Run 1, the metal 1 layer:
The bar under the picture is 20 um long. Supply wires on this layer in grey.
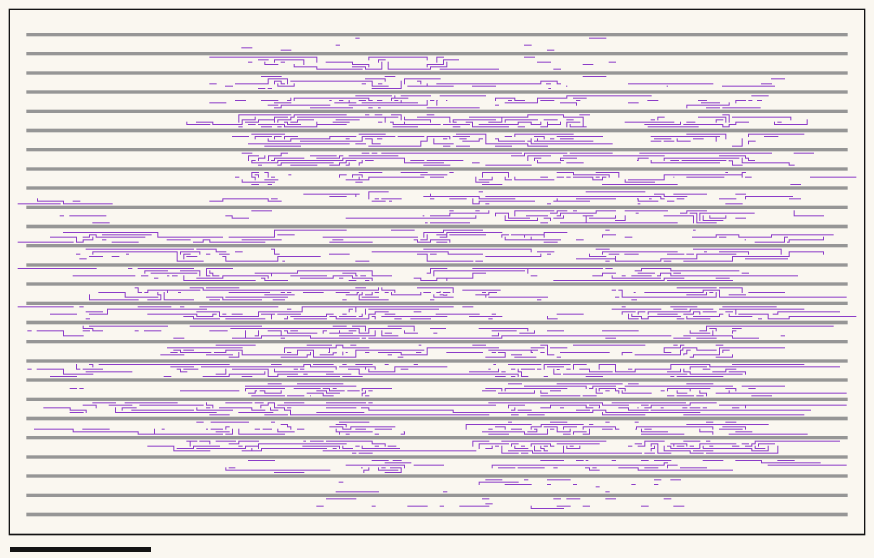
Run 1, the metal 2 layer:
Cells faint in the background.
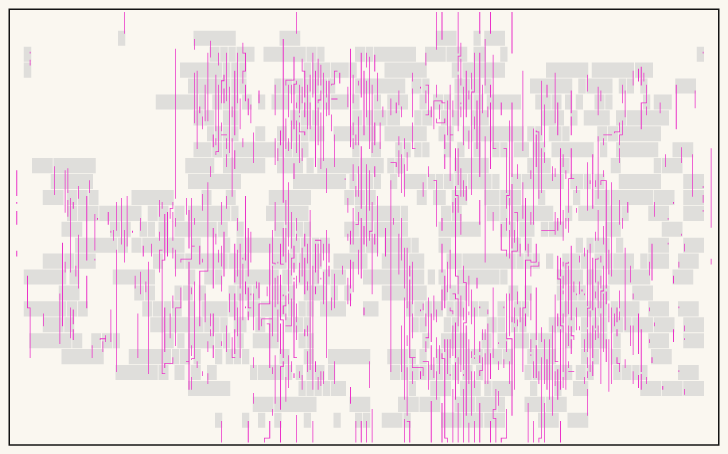
Run 1, the metal 3 layer:
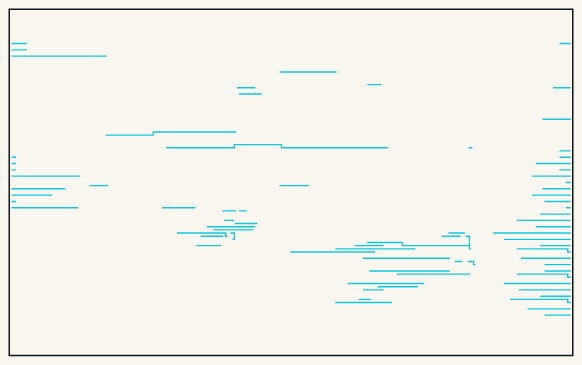
[src/rtl/ballot_session_ctrl.sv]
// One-voter-one-vote ballot sequencer with lockout, timeout and a results-mode winner scan.
// Define VOTE_AUDIT_EN to enable the saturating granted-vote counter on total_votes.
module ballot_session_ctrl #(
    parameter int NUM_CAND    = 4,
    parameter int CNT_W       = 8,
    parameter int LOCK_CYC    = 10,
    parameter int ARM_TIMEOUT = 1000
) (
    input  logic                        clk,
    input  logic                        reset,
    input  logic                        mode,
    input  logic                        officer_arm,
    input  logic [NUM_CAND-1:0]         vote_req,
    input  logic [NUM_CAND*CNT_W-1:0]   cand_cnt,
    output logic                        inc_en,
    output logic [NUM_CAND-1:0]         inc_sel,
    output logic                        ballot_ready,
    output logic                        busy_led,
    output logic                        reject,
    output logic                        timeout,
    output logic                        sat_flag,
    output logic                        result_vld,
    output logic [$clog2(NUM_CAND)-1:0] winner_idx,
    output logic [CNT_W-1:0]            winner_cnt,
    output logic                        tie,
    output logic [15:0]                 total_votes
);

    localparam int IW = $clog2(NUM_CAND);
    localparam int TW = $clog2(ARM_TIMEOUT + 1);
    localparam int LW = $clog2(LOCK_CYC + 1);
    localparam logic [TW-1:0]    ARM_LAST  = TW'(ARM_TIMEOUT - 1);
    localparam logic [LW-1:0]    LOCK_LAST = LW'(LOCK_CYC - 1);
    localparam logic [IW-1:0]    SCAN_LAST = IW'(NUM_CAND - 1);
    localparam logic [CNT_W-1:0] CNT_MAX   = '1;

    typedef enum logic [2:0] {
        ST_IDLE,
        ST_ARMED,
        ST_GRANT,
        ST_LOCKOUT,
        ST_SCAN,
        ST_RESULT
    } state_t;

    state_t            state;
    logic [TW-1:0]     arm_timer;
    logic [LW-1:0]     lock_cnt;
    logic [IW-1:0]     scan_idx;
    logic [CNT_W-1:0]  best_cnt;
    logic [IW-1:0]     best_idx;
    logic              best_tie;

    logic              req_any;
    logic              req_one;
    logic [CNT_W-1:0]  sel_cnt;
    logic [CNT_W-1:0]  cur_cnt;
    logic [CNT_W-1:0]  nb_cnt;
    logic [IW-1:0]     nb_idx;
    logic              nb_tie;

    assign req_any = |vote_req;
    assign req_one = req_any && ((vote_req & (vote_req - NUM_CAND'(1))) == '0);

    always_comb begin
        sel_cnt = '0;
        cur_cnt = '0;
        for (int i = 0; i < NUM_CAND; i++) begin
            if (vote_req[i]) sel_cnt = sel_cnt | cand_cnt[i*CNT_W +: CNT_W];
            if (scan_idx == IW'(i)) cur_cnt = cand_cnt[i*CNT_W +: CNT_W];
        end
    end

    // Running best including the candidate under scan; index 0 seeds the search.
    always_comb begin
        nb_cnt = best_cnt;
        nb_idx = best_idx;
        nb_tie = best_tie;
        if (scan_idx == '0) begin
            nb_cnt = cur_cnt;
            nb_idx = '0;
            nb_tie = 1'b0;
        end else if (cur_cnt > best_cnt) begin
            nb_cnt = cur_cnt;
            nb_idx = scan_idx;
            nb_tie = 1'b0;
        end else if (cur_cnt == best_cnt) begin
            nb_tie = 1'b1;
        end
    end

    always_ff @(posedge clk) begin
        if (reset) begin
            state        <= ST_IDLE;
            arm_timer    <= '0;
            lock_cnt     <= '0;
            scan_idx     <= '0;
            best_cnt     <= '0;
            best_idx     <= '0;
            best_tie     <= 1'b0;
            inc_en       <= 1'b0;
            inc_sel      <= '0;
            ballot_ready <= 1'b0;
            busy_led     <= 1'b0;
            reject       <= 1'b0;
            timeout      <= 1'b0;
            sat_flag     <= 1'b0;
            result_vld   <= 1'b0;
            winner_idx   <= '0;
            winner_cnt   <= '0;
            tie          <= 1'b0;
        end else begin
            inc_en  <= 1'b0;
            reject  <= 1'b0;
            timeout <= 1'b0;
            case (state)
                ST_IDLE: begin
                    if (req_any) reject <= 1'b1;
                    if (mode) begin
                        state    <= ST_SCAN;
                        scan_idx <= '0;
                    end else if (officer_arm) begin
                        state        <= ST_ARMED;
                        ballot_ready <= 1'b1;
                        arm_timer    <= '0;
                    end
                end
                ST_ARMED: begin
                    // A request always beats expiry; a multi-bit request keeps the ballot open.
                    if (req_one) begin
                        state        <= ST_GRANT;
                        ballot_ready <= 1'b0;
                        busy_led     <= 1'b1;
                        inc_sel      <= vote_req;
                        if (sel_cnt == CNT_MAX) begin
                            reject   <= 1'b1;
                            sat_flag <= 1'b1;
                        end else begin
                            inc_en <= 1'b1;
                        end
                    end else if (req_any) begin
                        reject <= 1'b1;
                        if (arm_timer != ARM_LAST) arm_timer <= arm_timer + TW'(1);
                    end else if (arm_timer == ARM_LAST) begin
                        state        <= ST_IDLE;
                        ballot_ready <= 1'b0;
                        timeout      <= 1'b1;
                    end else begin
                        arm_timer <= arm_timer + TW'(1);
                    end
                end
                ST_GRANT: begin
                    state    <= ST_LOCKOUT;
                    lock_cnt <= '0;
                    inc_sel  <= '0;
                end
                ST_LOCKOUT: begin
                    if (lock_cnt == LOCK_LAST) begin
                        state    <= ST_IDLE;
                        busy_led <= 1'b0;
                    end else begin
                        lock_cnt <= lock_cnt + LW'(1);
                    end
                end
                ST_SCAN: begin
                    if (!mode) begin
                        state <= ST_IDLE;
                    end else begin
                        best_cnt <= nb_cnt;
                        best_idx <= nb_idx;
                        best_tie <= nb_tie;
                        if (scan_idx == SCAN_LAST) begin
                            state      <= ST_RESULT;
                            result_vld <= 1'b1;
                            winner_idx <= nb_idx;
                            winner_cnt <= nb_cnt;
                            tie        <= nb_tie;
                        end else begin
                            scan_idx <= scan_idx + IW'(1);
                        end
                    end
                end
                ST_RESULT: begin
                    if (!mode) begin
                        state      <= ST_IDLE;
                        result_vld <= 1'b0;
                    end
                end
                default: state <= ST_IDLE;
            endcase
        end
    end

`ifdef VOTE_AUDIT_EN
    always_ff @(posedge clk) begin
        if (reset) begin
            total_votes <= '0;
        end else if (inc_en && (total_votes != 16'hFFFF)) begin
            total_votes <= total_votes + 16'd1;
        end
    end
`else
    assign total_votes = '0;
`endif

endmodule
[config.mk]
export PLATFORM = sky130hd
export DESIGN_NAME = ballot_session_ctrl
export DESIGN_NICKNAME = d
export VERILOG_FILES = /design/src/rtl/ballot_session_ctrl.sv
export SDC_FILE = /design/constraint.sdc
export NUM_CORES = 1
export LEC_CHECK = 0
export ABC_AREA = 1
export ABC_CLOCK_PERIOD_IN_PS = 2900
export CORE_ASPECT_RATIO = 0.6
export CORE_MARGIN = 2
export CORE_UTILIZATION = 41
export DETAILED_ROUTE_END_ITERATION = 12
export HOLD_SLACK_MARGIN = 0.05
export PLACE_DENSITY = 0.68
export SYNTH_ARGS = -nofsm -noshare
export SYNTH_HDL_FRONTEND = slang
export SYNTH_SLANG_ARGS = --single-unit
[constraint.sdc]
create_clock -name clk -period 2.9 [get_ports clk]
set_input_delay 0.435 -clock clk [delete_from_list [all_inputs] [get_ports clk]]
set_output_delay 0.435 -clock clk [all_outputs]
set_load 0.01 [all_outputs]
==> reports/qor.yml, run 1 <==
finalNetCount: 630
worst-path-max-fanout: 11
synth_warnings: 0
chipArea_mm2: 0.00898
cts_root_buffer: "clkbuf_16"
cap_violations: 0
netlist.top_cell.by_area: "dfxtp_1"
worst-r2r-setup-slack_ns: 0.23
drc: 0
clk_path_buf_depth: 2
period_minus_slack_ns: 2.67
cp.required_ns: 3.06
grt_pass1_wl_um: 14300
grt_pass1_vias: 2940
vias_per_cell: 4.89
grt_antenna_before_repair: 0
timing.hold.worst.class: "flip-flop to flip-flop"
floorplan.core_area_mm2: 0.00791
peakVddDrop_v: 0.000281
tightestPinTransition_ns: 0.813
drt_iter0_markers: 410
die_width_um: 121
count_of_unique_library_cells_instantiated_by_yosys: 33
synthDominantCellAreaShare: 0.309
standard_cell_rows: 25
grt_max_degree: 30
cts.repair_timing.setup_buffer_count: 0
cts.clk_slew.worst_paths_ns: 0.07
synth-async-reset-ratio: 0
groute.usage.overall: 0.200
antenna_violating_nets_remaining: 0
min_period_over_period: 0.919
timing.rr.start: "scan_idx[1]"
total_power_uw: 3090
ys_ff: 52
yosys-stat-cells: 517
rsz0062_at_grt: "false"
detail_route.wl_per_cell_um: 12.8
die_h_um: 74.2
ff_to_ff_path_depth: 23
diodes: 0
placed_area_mm2: 0.00404
synth.cell_area_mm2: 0.00337
post_synth_seq_share: 0.309
finalSetupTns_ns: 0
worstHoldEndpoint: "sat_flag"
gpl.final_weighted_congestion: 0.922
effective_utilization_at_floorplan: 0.425
ys.flop_type: "dfxtp_1"
number_of_port_buffers: 61
postLayoutCellArea_mm2: 0.00423
final_cell_utilization_of_the_core: 0.535
cts_tree: "done"
cts_sinks: 52
io-pin-count: 78
clock_tree.htree_level_count: 2
area.growth.synth_to_final_pct: 25.8
drt_first_pass_iters: 5
hold_path.startpoint: "sat_flag"
critical_path.endpoint_type: "flip-flop"
critical_path.reg2reg.endpoint: "winner_cnt[3]"
globalRouteOverflowTotal: 0
insertion_delay_ns: 0.29
synth-edff-count: 0
proportion_of_layout_cells_with_a_drive_suffix_above_1: 0.0920
worst_setup_path_start_kind: "flip-flop"
result_of_the_run: "finished clean"
most-common-layout-cells: "125 x nand2_1, 61 x clkdlybuf4s50_1, 51 x inv_1"
finalHoldViolCount: 0
layout.cells.most_common: "nand2_1"
cell_count_of_the_worst_hold_path: 2
synth.avg_cell_area_um2: 6.51
power_density_mw_per_mm2: 729
layout.filler_cells: 765
yosys-stat-area_mm2: 0.00337
arrival_ns: 2.83
setup_violations: 0
hpwl_um: 6580
ys_top_cells_by_area: "dfxtp_1 31%, nand2_1 14%, a21oi_1 7.3%"
clock_skew_ns: 0.00414
slew-limit-headroom: 0.457
synthCells: 517
critical_path_class: "flip-flop to flip-flop"
cts_made_buffers: 5
p_leak_uw: 0.00185
warnings: 30
final_tally_of_max_slew_violations: 0
achievable-frequency_mhz: 375
-- 'the metal 1 layer' (at the start) --
longest straight run: 30.8 um
main direction: horizontal
nets with wire on the layer: 561
wire length on this layer: 4,620 um
share of all routed wire: 53%
vias after detailed routing: 3,347
wire length reported by the detailed router: 8760 um

-- 'the metal 2 layer' (at the start) --
longest straight run: 32.6 um
share of all routed wire: 40%
wire length on this layer: 3,460 um
main direction: vertical
nets with wire on the layer: 476
met2 routing resource usage after global routing: 0.273

-- 'the metal 3 layer' (at the start) --
main direction: horizontal
longest straight run: 22.8 um
nets with wire on the layer: 74
share of all routed wire: 7.3%
wire length on this layer: 637 um
grt met3 use: 0.0483

run 1: final cells by class:
class | instances | area, um^2 | share of cell area
well taps | 108 | 135 | 0.0319
multi-input cells | 379 | 1950 | 0.460
flip-flops and latches | 52 | 1040 | 0.246
inverters | 64 | 243 | 0.0573
repair buffers | 73 | 717 | 0.169
clock inverters | 1 | 7.51 | 0.00177
clock buffers | 7 | 143 | 0.0337
run 1: state kept, by name, summed over array words and instances (netlist names):
signal / cells
lock_cnt: 4
timeout: 1
tie: 1
arm_timer: 10
ballot_ready: 1
best_tie: 1
state: 3
sat_flag: 1
best_idx: 2
reject: 1
best_cnt: 8
inc_sel: 4
winner_idx: 2
busy_led: 1
scan_idx: 2
result_vld: 1
winner_cnt: 8
inc_en: 1
run 1: worst max-delay path by stage:
stage | from | end | cells after the start
after floorplan | scan_idx[1] | best_cnt[1] | 20
after global placement | cand_cnt[14] | winner_cnt[2] | 16
after detailed placement | cand_cnt[14] | winner_cnt[6] | 16
after CTS | scan_idx[0] | winner_cnt[6] | 18
after global routing | scan_idx[1] | winner_cnt[7] | 19
final | scan_idx[1] | winner_cnt[3] | 23
run 1: synthesized netlist by cell type, types with 8 or more instances:
cell      number
nor2_1        48
dfxtp_1       52
inv_1         53
nor3_1         8
nand2_1      127
clkbuf_1       9
inv_2         10
buf_2          8
o21ai_1       11
ha_1          15
o21ai_0       29
nand3_1       29
a21oi_1       49
xor2_1         8
a211oi_1       8
buf_4         17
run 1: report_power, final:
| group | leakage [uW] | total, uW | switching [uW] | internal, uW |
|---|---|---|---|---|
| Combinational | 0.00136 | 1580 | 1000 | 574 |
| Clock | 0.0000701 | 608 | 264 | 344 |
| Sequential | 0.000423 | 900 | 90.7 | 810 |
| Total | 0.00185 | 3090 | 1360 | 1730 |
run 1: metal layers:
metal  part of all wire  up-vias  track usage
li1                   -     1757            -
met1               0.53     1472        0.309
met2               0.40      114        0.273
met3              0.073        4       0.0483
met4             0.0050        0       0.0517
met5                  0        -            0
run 1: worst max-delay path: stages (launching register included):
cell     delay [ns]
dfxtp_2        0.33
inv_1          0.11
ha_1           0.18
inv_1          0.07
nand2_1        0.10
inv_4          0.07
nand2_1        0.05
o21ai_0        0.07
nand2_1        0.06
nand2_1        0.05
o21ai_1        0.15
inv_1          0.08
ha_1           0.30
nand2_1        0.07
nand2_1        0.05
nand2_1        0.05
nand2_1        0.05
nand2_1        0.08
nand2_1        0.10
nand2_2        0.10
buf_6          0.15
nand3_1        0.07
nand2_1        0.12
a21oi_1        0.08
run 1: cells by family (layout without fill, tap and decap cells):
group,count (synthesis),in the layout,synth area share
AOI/OAI and AO/OA,109,109,0.176
adders and majority gates,15,15,0.0557
other,1,16,0.00111
xor gates and xnor gates,8,8,0.0208
buffers and inverters,101,145,0.139
DFF,52,52,0.309
and+or+nand+nor,231,231,0.298
run 1: repair_timing:
action,CTS,global route
hold buffers,0,0
resized,0,16
endpoints found under the setup margin,0,22
run 1: stage by stage:
step	setup WS [ns]	hold slack, ns	instances
after floorplan	0.434	0.457	532
after global placement	0.0797	0.443	676
after detailed placement	0.0531	0.448	676
after CTS	0.0903	0.459	684
after global routing	0.0102	0.503	684
final	0.234	0.453	684
==> run 2, diff against run 1 <==
GPL_TIMING_DRIVEN = 0   (was unset)
==> reports/qor.yml, run 2 <==
result_of_the_run: "finished clean"  # unchanged
reg_top3: "arm_timer (10), best_cnt (8), winner_cnt (8)"  # unchanged
cts_root_buffer: "clkbuf_16"  # unchanged
die_width_um: 121  # unchanged
ys.flop_type: "dfxtp_1"  # unchanged
vias_per_cell: 4.99  # was 4.89
clock_skew_ns: 0.00611  # was 0.00414 ns
groute.usage.overall: 0.214  # was 0.200
grt_pass1_wl_um: 15200  # was 14,300 um
gpl.final_weighted_congestion: 0.912  # was 0.922
io-pin-count: 78  # unchanged
crit_top_cell: "nand2_1"  # unchanged
count_of_unique_library_cells_instantiated_by_yosys: 33  # unchanged
slew-limit-headroom: 0.640  # was 0.457
cts_sinks: 52  # unchanged
finalSetupTns_ns: 0  # unchanged
synth.cell_area_mm2: 0.00337  # unchanged
peakVddDrop_v: 0.000287  # was 0.000281 V
insertion_delay_ns: 0.29  # about the same
power_switching_uw: 1420  # was 1360 uW
regMostFlops: "arm_timer"  # unchanged
p_leak_uw: 0.00198  # was 0.00185 uW
synth_warnings: 0  # unchanged
layout.filler_cells: 779  # was 765
cp.required_ns: 3.07  # was 3.06 ns
ys_top_cells_by_area: "dfxtp_1 31%, nand2_1 14%, a21oi_1 7.3%"  # unchanged
setup_violations: 0  # unchanged
largest_register_ff_count: 10  # unchanged
share_clk_of_total_power: 0.198  # was 0.197
clk_path_buf_depth: 2  # unchanged
effective_utilization_at_floorplan: 0.425  # unchanged
layout.cells.most_common: "nand2_1"  # unchanged
top_cell: "nand2_1"  # unchanged
netlist.top_cell.by_area: "dfxtp_1"  # unchanged
cap_violations: 0  # unchanged
hold_ws_ns: 0.450  # was 0.453 ns
number_of_buffers_and_inverters_on_the_critical_path: 6  # was 5
antenna_violating_nets_remaining: 0  # unchanged
tightestPinTransition_ns: 0.539  # was 0.813 ns
most-common-layout-cells: "123 x nand2_1, 58 x clkdlybuf4s50_1, 50 x dfxtp_1"  # was 125 x nand2_1, 61 x clkdlybuf4s50_1, 51 x inv_1
critical_path_class: "flip-flop to flip-flop"  # unchanged
arrival_ns: 2.84  # was 2.83 ns
synthCells: 517  # unchanged
finalHoldViolCount: 0  # unchanged
worst_setup_path_start_kind: "flip-flop"  # unchanged
die_h_um: 74.2  # unchanged
worst-path-max-fanout: 10  # was 11
clock_tree.htree_level_count: 2  # unchanged
synthDominantCellAreaShare: 0.309  # unchanged
grt_pass1_vias: 3113  # was 2,940
p_comb_frac: 0.534  # was 0.511
yosys-stat-area_mm2: 0.00337  # unchanged
critical-path-slowest-cell: "dfxtp_4"  # was dfxtp_2
yosys-stat-cells: 517  # unchanged
drt_first_pass_iters: 7  # was 5
critical_path.endpoint_type: "flip-flop"  # unchanged
power.sequential.fraction: 0.268  # was 0.292
grt_max_degree: 15  # was 30
warnings: 30  # unchanged
cts_made_buffers: 5  # unchanged
synth.avg_cell_area_um2: 6.51  # unchanged
number_of_port_buffers: 58  # was 61
cts_tree: "done"  # unchanged
cts.clk_slew.worst_paths_ns: 0.07  # about the same
final_tally_of_max_slew_violations: 0  # unchanged
detail_route.wl_per_cell_um: 13.4  # was 12.8 um
drc: 0  # unchanged
post_synth_seq_share: 0.309  # unchanged
most_numerous_cell_types_in_the_synthesized_netlist: "127 x nand2_1, 53 x inv_1, 52 x dfxtp_1, 49 x a21oi_1, 48 x nor2_1"  # unchanged
synth-async-reset-ratio: 0  # unchanged
grt_antenna_before_repair: 0  # unchanged
timing.hold.worst.class: "flip-flop to flip-flop"  # unchanged
hpwl_um: 7120  # was 6580 um
p_sw_frac: 0.432  # was 0.440
power_density_mw_per_mm2: 738  # was 729 mW/mm^2
area.growth.synth_to_final_pct: 32.3  # was 25.8%
synth-edff-count: 0  # unchanged
critical_path.top_delay_family: "simple AND/OR/NAND/NOR gates"  # unchanged
path_cells: "inv_2 > ha_1 > buf_6 > inv_2 > nor2_1 > nor2_1 > a22oi_2 > inv_1 > ha_1 > nand2_1 > inv_1 > nand2_1 > nand2_1 > nand2_1 > nand2_1 > nand2_2 > buf_6 > nand3_1 > nand2_1 > a21oi_1"  # was inv_1 > ha_1 > inv_1 > nand2_1 > inv_4 > nand2_1 > o21ai_0 > nand2_1 > nand2_1 > o21ai_1 > inv_1 > ha_1 > nand2_1 > nand2_1 > nand2_1 > nand2_1 > nand2_1 > nand2_1 > nand2_2 > buf_6 > nand3_1 > nand2_1 > a21oi_1
achievable-frequency_mhz: 374  # was 375 MHz
finalNetCount: 659  # was 630
drt_iter0_markers: 298  # was 410
min_period_over_period: 0.921  # was 0.919
period_minus_slack_ns: 2.67  # about the same
globalRouteOverflowTotal: 0  # unchanged
chipArea_mm2: 0.00898  # unchanged
proportion_of_layout_cells_with_a_drive_suffix_above_1: 0.144  # was 0.0920
timing.critical_path.slowest_cell_delay_ns: 0.36  # was 0.33 ns
ys_ff: 52  # unchanged
rsz0062_at_grt: "false"  # unchanged
cellInternalPower_uw: 1870  # was 1730 uW
cts-hold-fix-buffers: 0  # unchanged
diodes: 0  # unchanged
run 2: cell counts after synthesis:
No cell type changed its count.
run 2: cell type report:
| type | count | area, um^2 | area share |
|---|---|---|---|
| multi-input combinational | 379 | 2000 | 0.449 |
| sequential | 52 | 1050 | 0.235 |
| timing repair buffer | 65 | 633 | 0.142 |
| buffer | 37 | 244 | 0.0548 |
| inverter | 64 | 243 | 0.0545 |
| tap | 108 | 135 | 0.0303 |
| clock buffer | 5 | 125 | 0.0281 |
| clock inverter | 1 | 30.0 | 0.00674 |
run 2: metrics by stage:
step | cells | power [uW] | worst slack [ns] | util | instance area, um^2
after floorplan | 532 | 1990 | 0.434 | - | 3420
after global placement | 698 | 2390 | -0.223 | 0.523 | 4140
after detailed placement | 698 | 2420 | -0.250 | 0.523 | 4140
after CTS | 705 | 3130 | 0.00251 | 0.549 | 4350
after global routing | 711 | 3550 | 0.0502 | 0.563 | 4460
final | 711 | 3290 | 0.230 | 0.563 | 4460
run 2: final timing paths:
| check | slack, ns | start | depth (start not counted) | endpoint |
|---|---|---|---|---|
| max | 0.23 | scan_idx[0] | 20 | best_cnt[7] |
| min | 0.45 | sat_flag | 2 | sat_flag |
| max reg2reg | 0.23 | scan_idx[0] | 20 | best_cnt[7] |
| min reg2reg | 0.45 | sat_flag | 2 | sat_flag |
run 2: logic make-up after synthesis:
kind of cell	Yosys count	share of synthesized area
simple gates	231	0.298
flops	52	0.309
buf+inv	101	0.139
fa+ha+maj	15	0.0557
compound gates	109	0.176
other cells	1	0.00111
xor+xnor	8	0.0208
run 2: metal layers:
metal,share of wire,vias to the layer above,global-route usage
met4,0.0077,0,0.0478
met2,0.40,143,0.318
met5,0,-,0
met3,0.093,8,0.0552
met1,0.50,1586,0.312
li1,-,1814,-
run 2: worst reg2reg max path, cell delays in order, from the launching register on:
cell     delay [ns]
dfxtp_4        0.36
inv_2          0.10
ha_1           0.17
buf_6          0.15
inv_2          0.09
nor2_1         0.10
nor2_1         0.05
a22oi_2        0.25
inv_1          0.08
ha_1           0.28
nand2_1        0.06
inv_1          0.05
nand2_1        0.06
nand2_1        0.04
nand2_1        0.06
nand2_1        0.09
nand2_2        0.13
buf_6          0.16
nand3_1        0.07
nand2_1        0.13
a21oi_1        0.07
run 2: what timing repair did:
item,CTS,global route
setup endpoints to repair,22,22
resized,13,24
buffers inserted,1,6
pin swaps,2,4
cloned,0,0
run 2: power by group through the flow:
stage	combinational, uW	clock [uW]	sequential (uW)
final	1760	650	883
after global routing	1960	693	893
after CTS	1590	655	879
after detailed placement	1530	0	890
after global placement	1500	0	886
after floorplan	1110	0	890
Run 2, the metal 3 layer:
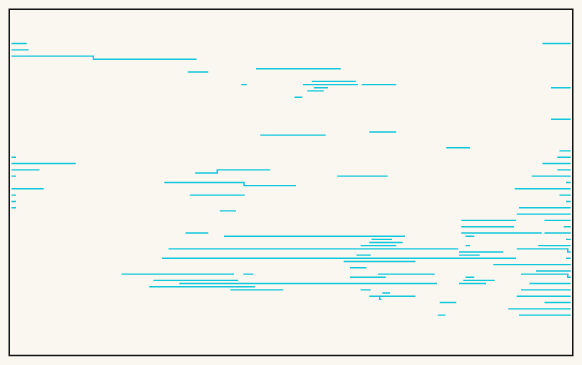
nets with wire on the layer: 81
longest straight run: 75.9 um
wire length on this layer: 888 um
vias after detailed routing: 3,551
wire length reported by the detailed router: 9560 um

Run 2, cells coloured by class:
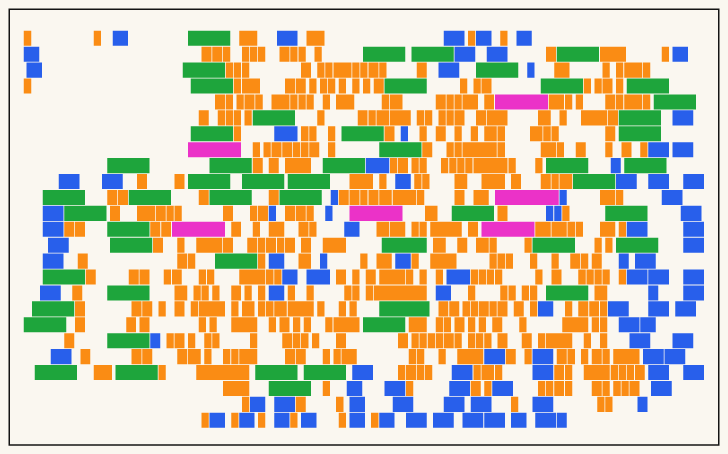
legend:
  blue:
    class: remaining buffers and delay cells
    cells: 102
  green:
    class: sequential cells
    cells: 52
  orange:
    class: combinational and other logic
    cells: 443
  magenta:
    class: clock drivers and dummy loads
    cells: 6
core area: 0.00791 mm^2
final cell utilization of the core: 0.563
Layout Cell Area excl Fill: 0.00446 mm^2
Seq area share: 0.235
standard-cell rows: 25

==> run 3, diff against run 2 <==
ABC_CLOCK_PERIOD_IN_PS = 2360   (was 2900)
CAP_MARGIN = 10   (was unset)
PLACE_DENSITY = 0.7   (was 0.68)
TNS_END_PERCENT = 10   (was unset)
clock period = 2.36 ns   (was 2.9 ns; I/O delays follow)
==> reports/qor.yml, run 3 <==
result_of_the_run: "finished with violations"  # was finished clean
violations_in_the_final_reports: "setup timing"
detail_route.wl_per_cell_um: 13.7  # was 13.4 um
post_synth_seq_share: 0.309  # unchanged
io-pin-count: 78  # unchanged
synthDominantCellAreaShare: 0.309  # unchanged
standard_cell_rows: 25  # unchanged
largest_register_ff_count: 10  # unchanged
total_power_uw: 4450  # was 3290 uW
number_of_port_buffers: 58  # unchanged
insertion_delay_ns: 0.30  # was 0.29 ns
grt_max_degree: 18  # was 15
reg_top3: "arm_timer (10), best_cnt (8), winner_cnt (8)"  # unchanged
cts_root_buffer: "clkbuf_16"  # unchanged
effective_utilization_at_floorplan: 0.425  # unchanged
worst-path-max-fanout: 7  # was 10
regMostFlops: "arm_timer"  # unchanged
tightestPinTransition_ns: 0.600  # was 0.539 ns
synth_warnings: 0  # unchanged
synth.avg_cell_area_um2: 6.51  # unchanged
grt_antenna_before_repair: 0  # unchanged
timing.hold.worst.class: "primary input to flip-flop"  # was flip-flop to flip-flop
synthCells: 517  # unchanged
die_h_um: 74.2  # unchanged
routed_wirelength_um: 9980  # was 9560 um
final_cell_utilization_of_the_core: 0.594  # was 0.563
p_leak_uw: 0.00205  # was 0.00198 uW
placed_area_mm2: 0.00416  # was 0.00414 mm^2
clk_path_buf_depth: 2  # unchanged
yosys-stat-cells: 517  # unchanged
arrival_ns: 2.88  # was 2.84 ns
top_cell: "nand2_1"  # unchanged
cp.required_ns: 2.60  # was 3.07 ns
logic_area_mm2: 0.00213  # was 0.00200 mm^2
hpwl_um: 7200  # was 7120 um
cts-hold-fix-buffers: 0  # unchanged
synth-edff-count: 0  # unchanged
worst_setup_path_start_kind: "flip-flop"  # unchanged
critical-path-slowest-cell: "dfxtp_4"  # unchanged
globalRouteOverflowTotal: 0  # unchanged
final-instance-count-excl-fill: 726  # was 711
dpl.cell_count: 698  # unchanged
rsz0062_at_grt: "true"  # was false
proportion_of_layout_cells_with_a_drive_suffix_above_1: 0.212  # was 0.144
most-common-layout-cells: "113 x nand2_1, 58 x clkdlybuf4s50_1, 50 x dfxtp_1"  # was 123 x nand2_1, 58 x clkdlybuf4s50_1, 50 x dfxtp_1
drc: 0  # unchanged
setup_violations: 22  # was 0
antenna_violating_nets_remaining: 0  # unchanged
chipArea_mm2: 0.00898  # unchanged
ys_top_cells_by_area: "dfxtp_1 31%, nand2_1 14%, a21oi_1 7.3%"  # unchanged
postLayoutCellArea_mm2: 0.00470  # was 0.00446 mm^2
path_cells: "inv_6 > ha_4 > buf_6 > clkinvlp_4 > nor2_1 > nor2_1 > a22oi_2 > inv_1 > ha_1 > nand2_1 > nor2_2 > nand4_1 > buf_4 > nand3_1 > nand3_2 > a21oi_2"  # was inv_2 > ha_1 > buf_6 > inv_2 > nor2_1 > nor2_1 > a22oi_2 > inv_1 > ha_1 > nand2_1 > inv_1 > nand2_1 > nand2_1 > nand2_1 > nand2_1 > nand2_2 > buf_6 > nand3_1 > nand2_1 > a21oi_1
floorplan.core_area_mm2: 0.00791  # unchanged
vias_per_cell: 5.07  # was 4.99
layout.filler_cells: 754  # was 779
count_of_unique_library_cells_instantiated_by_yosys: 33  # unchanged
seq_area_mm2: 0.00105  # about the same
synth-async-reset-ratio: 0  # unchanged
yosys-stat-area_mm2: 0.00337  # unchanged
warnings: 32  # was 30
critical_path.endpoint_type: "flip-flop"  # unchanged
clock_tree.htree_level_count: 2  # unchanged
num_vias: 3684  # was 3,551
finalNetCount: 672  # was 659
min_setup_slack_post_route_ns: -0.282  # was 0.230 ns
die_width_um: 121  # unchanged
cap_violations: 0  # unchanged
period_minus_slack_ns: 2.64  # was 2.67 ns
diodes: 0  # unchanged
synth.cell_area_mm2: 0.00337  # unchanged
run 3: cell count changes in the layout (fill, tap and decap cells not counted), moves of 3 or more:
cell	delta
nand3_2	+10
a21oi_2	+4
ha_4	+3
inv_1	-3
buf_4	+11
a21oi_1	-4
nand2_2	+8
nand2_1	-10
nand3_1	-10
run 3: path summary, 6_finish.rpt:
path                               endpoint  slack, ns         from  cells past startpoint
worst max-delay path            best_idx[1]      -0.28  scan_idx[0]                     16
worst min-delay path             inc_sel[3]       0.43  vote_req[3]                      3
worst max register to register  best_idx[1]      -0.28  scan_idx[0]                     16
worst min register to register     sat_flag       0.45     sat_flag                      2
run 3: metrics by stage:
| step | setup WS [ns] | hold WS (ns) |
|---|---|---|
| global route | -0.424 | 0.454 |
| floorplan | 0.0113 | 0.457 |
| detailed placement | -0.518 | 0.448 |
| finish | -0.282 | 0.426 |
| global placement | -0.484 | 0.441 |
| CTS | -0.144 | 0.421 |
run 3: tightest hold or removal path: cells and delay by family:
family                 cells  cell delay [ns]
buffers and inverters      2             0.25
AND-OR/OR-AND              1             0.06
run 3: repair_timing:
| action | in CTS | in global routing |
|---|---|---|
| setup buffers | 15 | 3 |
| hold endpoints to repair | 0 | 0 |
| cloned | 2 | 0 |
| endpoints found under the setup margin | 22 | 22 |
| gates resized | 47 | 19 |
| pin swaps | 20 | 17 |
run 3: power breakdown:
part / internal, uW / switching (uW) / leakage [uW]
logic: 1060 / 1560 / 0.00155
clock network: 396 / 344 / 0.0000702
registers: 997 / 93.4 / 0.000423
total: 2450 / 2000 / 0.00205
run 3: logic make-up (layout without fill, tap and decap cells):
group,after synthesis,after routing,synth area share
simple gates,231,231,0.298
compound gates,109,109,0.176
buf+inv,101,187,0.139
flops,52,52,0.309
fa+ha+maj,15,15,0.0557
xor+xnor,8,8,0.0208
other cells,1,16,0.00111
run 3: area by class of cell:
| type | count | share of cell area |
|---|---|---|
| Sequential cell | 52 | 0.223 |
| Clock inverter | 3 | 0.00453 |
| Multi-Input combinational cell | 379 | 0.454 |
| Tap cell | 108 | 0.0288 |
| Inverter | 64 | 0.0535 |
| Clock buffer | 5 | 0.0266 |
| Timing Repair Buffer | 78 | 0.156 |
| Buffer | 37 | 0.0533 |
run 3: metal layers:
metal / part of all wire / vias to the layer above / routed length, um / global-route usage
met5: 0 / - / 0 / 0
met4: 0.010 / 0 / 102 / 0.0620
met3: 0.086 / 9 / 861 / 0.0583
met2: 0.41 / 145 / 4050 / 0.342
met1: 0.50 / 1684 / 4970 / 0.325
li1: - / 1846 / - / -
Run 3, the metal 3 layer:
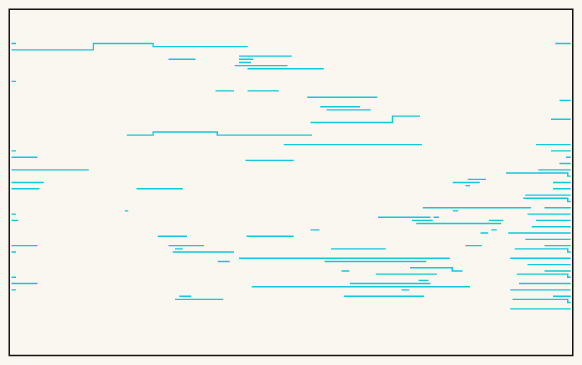
nets with wire on the layer: 85
wire length on this layer: 861 um
longest straight run: 46.7 um
main direction: horizontal

Run 3, routing congestion map:
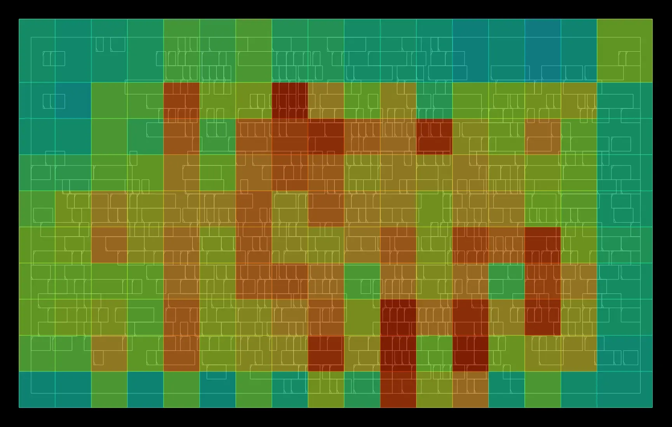
GR Util All Layers: 0.228
met1 global-route usage: 0.325
Most Crowded Layer GR: met2
grt met3 use: 0.0583

Power is estimated from default activity; no workload was simulated.
